==> run_1/closeup.png <==
Region (176, 101) to (201, 126) um. Cells in gray, sequential cells in the stronger gray; small squares are vias.
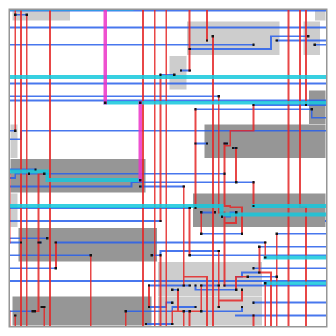
==> run_1/pinout.png <==
Drawn at 1 px/um. Pins as bars across the die edge, other pins in gray.
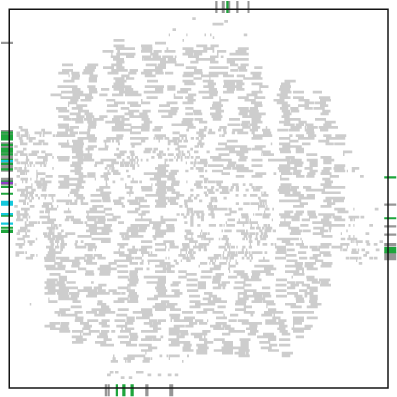
==> run_1/congestion_map.png <==
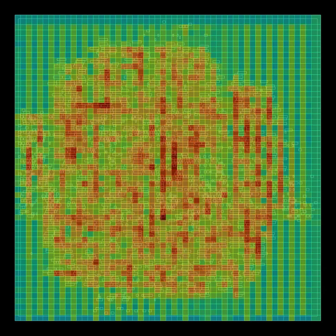
Design sha256_msched_flat, sky130hd; sources not shown.
==> flow_summary.ini, run 1 <==
; yosys + openroad results
[grt]
grt_max_degree = 91
antenna_found_initial = 4
grt_pass1_wl_mm = 175
grt_overflow_total = 0

[yosys]
ys_seq_share_pct = 48.2
syn_area_um2 = 34100
ys_chip_area_um2 = 34100
ys_warn_count = 0
yosys_most_used_dff = edfxtp_1
top_cells_by_count = edfxtp_1, mux4_2, xnor2_1
async_flop_share_pct = 0
synth_flop_count = 565
ys_types = 56
topCellsByArea = edfxtp_1, mux4_2, fa_1
fp_nets = 2092
top_area_cell = edfxtp_1
syn_inst = 1951
syn_avg_cell_area_um2 = 17.5
ys_cells = 1951
netlist.area_leader.share_pct = 45.1

[route]
first_pass_iters = 6
via_count = 21027
ant_nets = 0
vias_per_cell = 5.43
wl_per_cell_um = 32.5
drtIter0Drc = 2520
wirelength_mm = 126
drc = 0

[critical_path]
worstPathRequired_ns = 12.06
cp-start-kind = flop
path_class = reg -> reg
worstPathArrival_ns = 9.15
cp-end-kind = flop
reg2reg_depth = 23
path_max_fanout = 48
ff2ff_setup_slack_ns = 2.91

[cells_and_area]
largest_reg_flops = 512
nNetsFinal = 2173
area_delta_synth_final_pct = 15.9
diodes = 0
comb_area_um2 = 16800
drive_above_1_share_pct = 34.3
regArea_um2 = 16500

[timing]
slew_viol_final = 0
setup_viol = 0
skew_ns = 0.0237
fin_crit_ns = 8.86
timing.hold.ws_ns = 0.464
worst_pin_slew_ns = 1.13
period_used_pct = 75.3
rsz0062_at_grt = no
relSlewSlack_pct = 24.5
setup_slack_ns = 2.91
fmax_mhz = 113

[cts]
postCtsSetupBuffers = 0
cts.htree.levels = 3
clkSlewWorstSetupHoldPaths_ns = 0.06
clock_tree.root_cell = clkbuf_16
cts-resized-gates = 0
cts_tree = built
numClockSinks = 565
cts_buffers = 71
worstSkewPairLatency_ns = 0.64

[placement]
dp.cells = 3737
post-place-ws_ns = 2.45
dp_hpwl_mm = 79.3
place.gp.congestion = 0.820

[job]
warnings = 34
maxCapViolations = 0

[die]
row_count = 135
chipArea_um2 = 142000
core_area_um2 = 135000
fp_util_pct = 25.2

[hold_path]
holdCritPathClass = reg -> reg
min_path_cells = 2

[run_status]
outcome = finished, final reports clean
## Picture notes: closeup.png
| layer | color |
|---|---|
| M4 | magenta |
| M1 | blue |
| M3 | cyan |
| M2 | red |
most frequent: edfxtp_1 (5), mux4_2 (2), inv_1 (2)
cells with their middle in the window: 10
sequential cells in the window: 5

## Picture notes: pinout.png
| port | color | pins | direction | edge |
|---|---|---|---|---|
| bus_out_idx | cyan | 6 | output | left |
| bus_out_word | green | 32 | output | 20 left, 6 right, 5 bottom, 1 top |
| bus_in_valid | purple | 1 | input | left |
IO buf count: 78
Die H: 377 um
Die Wd: 377 um

## Picture notes: congestion_map.png
gr busiest metal: met2
Tot GR Track Use: 17.5%
met3 Resource Use GR: 3.60%

run 1: critical path: stages (launching register included):
cell and delay (ns):
dfxtp_4 0.90, inv_1 0.22, ha_4 0.70, buf_4 0.59, mux4_2 0.60, mux4_2 0.57, xnor2_1 0.30, xnor2_1 0.21
fa_1 0.46, inv_1 0.08, fa_1 0.40, inv_1 0.08, ha_1 0.17, inv_1 0.07, fa_1 0.46, nor2b_1 0.17
o2111ai_1 0.16, a21bo_2 0.27, a211oi_1 0.39, o21ai_0 0.30, o211ai_1 0.29, xnor2_1 0.16, nor2_1 0.08, a21oi_1 0.80
run 1: placed cells by master, fill, tap and decap left out, drive strengths merged, types with 2 or more instances in the layout:
| cell type | count |
|---|---|
| a21o | 18 |
| o2111ai | 2 |
| or3 | 3 |
| dfxtp | 53 |
| xnor2 | 124 |
| o211a | 2 |
| a21oi | 49 |
| a21boi | 3 |
| and3 | 2 |
| clkbuf | 99 |
| xor2 | 24 |
| or2 | 2 |
| mux2 | 2 |
| nand2 | 81 |
| edfxtp | 512 |
| nor2 | 58 |
| o211ai | 4 |
| nor2b | 2 |
| ha | 42 |
| clkdlybuf4s50 | 77 |
| nand3 | 14 |
| o31ai | 3 |
| clkinvlp | 2 |
| nand4 | 9 |
| fa | 62 |
| a211oi | 5 |
| mux4 | 512 |
| inv | 113 |
| bufinv | 5 |
| nor3 | 23 |
| o21a | 2 |
| buf | 69 |
| a31oi | 8 |
| nand2b | 9 |
| o21ai | 51 |
| o21bai | 4 |
| o21ba | 7 |
| clkinv | 18 |
run 1: final cells by class:
| type | instances | share of cell area, % |
|---|---|---|
| flip-flops and latches | 565 | 41.7 |
| repair buffers | 146 | 3.41 |
| clock inverters | 30 | 0.735 |
| multi-input cells | 1140 | 42.6 |
| inverters | 108 | 1.03 |
| clock buffers | 99 | 4.89 |
| well taps | 1781 | 5.64 |
run 1: routing by layer:
layer  global-route usage, %  vias to the layer above  part of all wire [%]
met5                       0                        -                     0
met4                    3.26                        0                   1.7
met3                    3.60                      135                   7.2
met2                    27.3                     1008                    46
met1                    25.5                    11644                    45
li1                        -                     8240                     -
run 1: cell families after synthesis:
family                     Yosys count  synth area share (%)
adders and majority gates          104                  5.18
muxes                              515                  34.1
and+or+nand+nor                    207                  2.66
buffers and inverters              246                  2.98
xor gates and xnor gates           148                  3.87
DFF                                565                  48.2
AOI/OAI and AO/OA                  166                  3.02
run 1: per-stage QoR:
stage,utilization [%],area [um2]
final,29.2,39500
after global routing,29.2,39500
after CTS,29.1,39500
after detailed placement,27.5,37300
after global placement,27.5,37200
after floorplan,-,34100
==> run_1/ff_map.png <==
Drawn at 1 px/um. Other sequential cells in the stronger gray, the rest of the logic in the fainter gray.
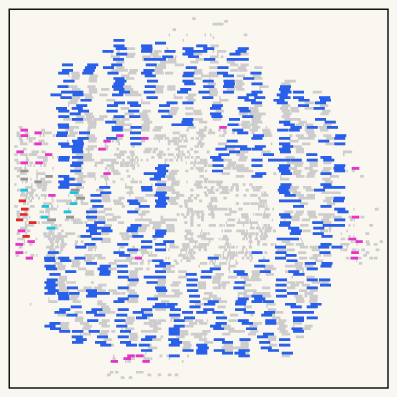

## Run 2: what changed since run 1
==> constraint.sdc (replaced) <==
create_clock -name clk -period 8.9 [get_ports clk]
set_input_delay 1.78 -clock clk [delete_from_list [all_inputs] [get_ports clk]]
set_output_delay 1.78 -clock clk [all_outputs]
set_load 0.02 [all_outputs]
==> run_2/ff_map.png <==
Drawn at 1 px/um. Other sequential cells in the stronger gray, the rest of the logic in the fainter gray.
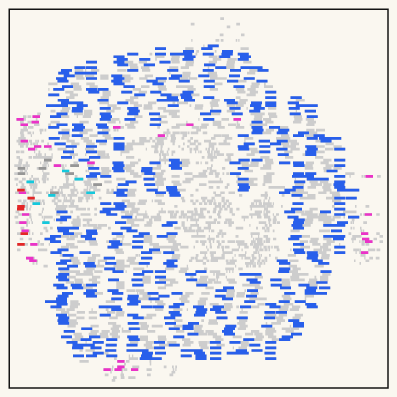
| signal | color | sequential cells | where |
|---|---|---|---|
| u_core.r_win | blue | 512 | spread over the die |
| u_core.bus.out_word | magenta | 32 | spread over the die |
| u_core.r_t | cyan | 7 | left middle |
| u_core.bus.out_idx | red | 6 | left middle |
Util after Layout: 29.4%
sequential fraction of total cell area: 41.3%
FF/Latch Area: 16500 um2

==> flow_summary.ini, run 2 <==
; yosys + openroad results
[run_status]
outcome = finished, final reports clean

[job]
warnings = 40
maxCapViolations = 0

[die]
row_count = 135
io_pins = 79
core_area_um2 = 135000
die_h_um = 377
chipArea_um2 = 142000
fp_util_pct = 25.2
die_x_um = 377

[cells_and_area]
area_delta_synth_final_pct = 17.0
largest_reg_flops = 512
nNetsFinal = 2197
comb_area_um2 = 16800
drive_above_1_share_pct = 34.9
layout_top_cell = edfxtp_1
final_cell_mix = edfxtp_1, mux4_2, xnor2_1, inv_1, nand2_1

[route]
via_count = 21079
wl_per_cell_um = 32.3
drc = 0
vias_per_cell = 5.41
wirelength_mm = 126
ant_nets = 0
first_pass_iters = 5
drtIter0Drc = 2300

[yosys]
adder_share_pct = 5.18
ys_seq_share_pct = 48.2
ys_types = 56
synth_flop_count = 565
syn_avg_cell_area_um2 = 17.5
ys_chip_area_um2 = 34100
netlist.area_leader.share_pct = 45.1
ys_cells = 1951
syn_area_um2 = 34100
fp_nets = 2092
ys_sh_mux_pct = 34.1
top_logic_kind = multiplexers
top_area_cell = edfxtp_1
top_cells_by_count = edfxtp_1, mux4_2, xnor2_1
ys_sh_simple_pct = 2.66
edf_count = 512
topCellsByArea = edfxtp_1, mux4_2, fa_1
yosys_most_used_dff = edfxtp_1
ys_sh_xor_pct = 3.87
syn_inst = 1951
synthAoiAreaFrac_pct = 3.02
ys_warn_count = 0
async_flop_share_pct = 0

[critical_path]
crit_family = AND-OR/OR-AND gates
path_max_fanout = 110
cp-start-kind = flop
worstPathArrival_ns = 8.43
cp_common_cell = xnor2_1
ff2ff_setup_slack_ns = 0.85
path_depth = 22
reg2reg_depth = 22
critPathMaxStageDelay_ns = 0.64
critPathSlowestCell = a211oi_2
crit_chain = buf_12 -> nand2_1 -> xor2_4 -> buf_4 -> mux4_2 -> xnor2_1 -> xnor2_1 -> fa_1 -> inv_1 -> fa_1 -> inv_1 -> ha_1 -> a21o_1 -> a21oi_1 -> a211oi_1 -> a211oi_2 -> o21ai_1 -> a21boi_1 -> o21ai_0 -> xnor2_1 -> o21ai_0 -> buf_4
path_class = reg -> reg
crit_buf_inv = 5
cp-end-kind = flop
worstPathRequired_ns = 9.27

[timing]
skew_ns = 0.0307
period_used_pct = 90.5
fin_crit_ns = 8.05
rsz0062_at_grt = no
setup_viol = 0
slew_viol_final = 0
relSlewSlack_pct = 24.3
setup_tns_ns = 0
fmax_mhz = 124
timing.hold.ws_ns = 0.460
worst_pin_slew_ns = 1.13

[cts]
worstSkewPairLatency_ns = 0.65
clock_tree.root_cell = clkbuf_16
cts-resized-gates = 0
cts_tree = built
cts_buffers = 74
numClockSinks = 565
cts.htree.levels = 3
postCtsSetupBuffers = 0
clkSlewWorstSetupHoldPaths_ns = 0.06
clk_path_buf_depth = 3

[grt]
grt_max_degree = 111
grtUsageTotal_pct = 17.6
antenna_found_initial = 1
grt_overflow_total = 0
grt_pass1_wl_mm = 175

[placement]
dp_hpwl_mm = 83.4
io_buffers = 78
place.gp.congestion = 0.845

[hold_path]
holdCritPathClass = reg -> reg
min_path_cells = 2
-- run 2: final cells by class --
class	instances	area share (%)
diodes	1	0.00627
inverters	108	1.02
clock buffers	100	5.07
multi-input cells	1140	42.2
repair buffers	167	4.09
well taps	1781	5.59
flip-flops and latches	565	41.3
clock inverters	33	0.728
-- run 2: cell families after synthesis --
family                     Yosys count
AOI/OAI and AO/OA                  166
and+or+nand+nor                    207
buffers and inverters              246
adders and majority gates          104
xor gates and xnor gates           148
DFF                                565
muxes                              515
-- run 2: metal layers --
metal,track usage (%),vias up,share of wire (%)
met4,3.75,0,2.1
met2,27.3,1037,46
met5,0,-,0
met1,25.4,11578,45
li1,-,8311,-
met3,3.89,153,6.9
-- run 2: worst min-delay path: stages (launching register included) --
cell and delay [ns]:
dfxtp_1 0.31, nand2_1 0.05, a21oi_1 0.05
-- run 2: metrics by stage --
| step | utilization, % | cell area (um2) | cells | setup WS (ns) |
|---|---|---|---|---|
| 2_1_floorplan | - | 34100 | 1951 | 0.482 |
| 3_3_place_gp | 27.7 | 37500 | 3755 | 0.740 |
| 3_5_place_dp | 27.7 | 37500 | 3757 | 0.634 |
| 4_1_cts | 29.4 | 39900 | 3890 | 0.622 |
| 5_1_grt | 29.4 | 39900 | 3894 | 0.406 |
| 6_report | 29.4 | 39900 | 3895 | 0.848 |
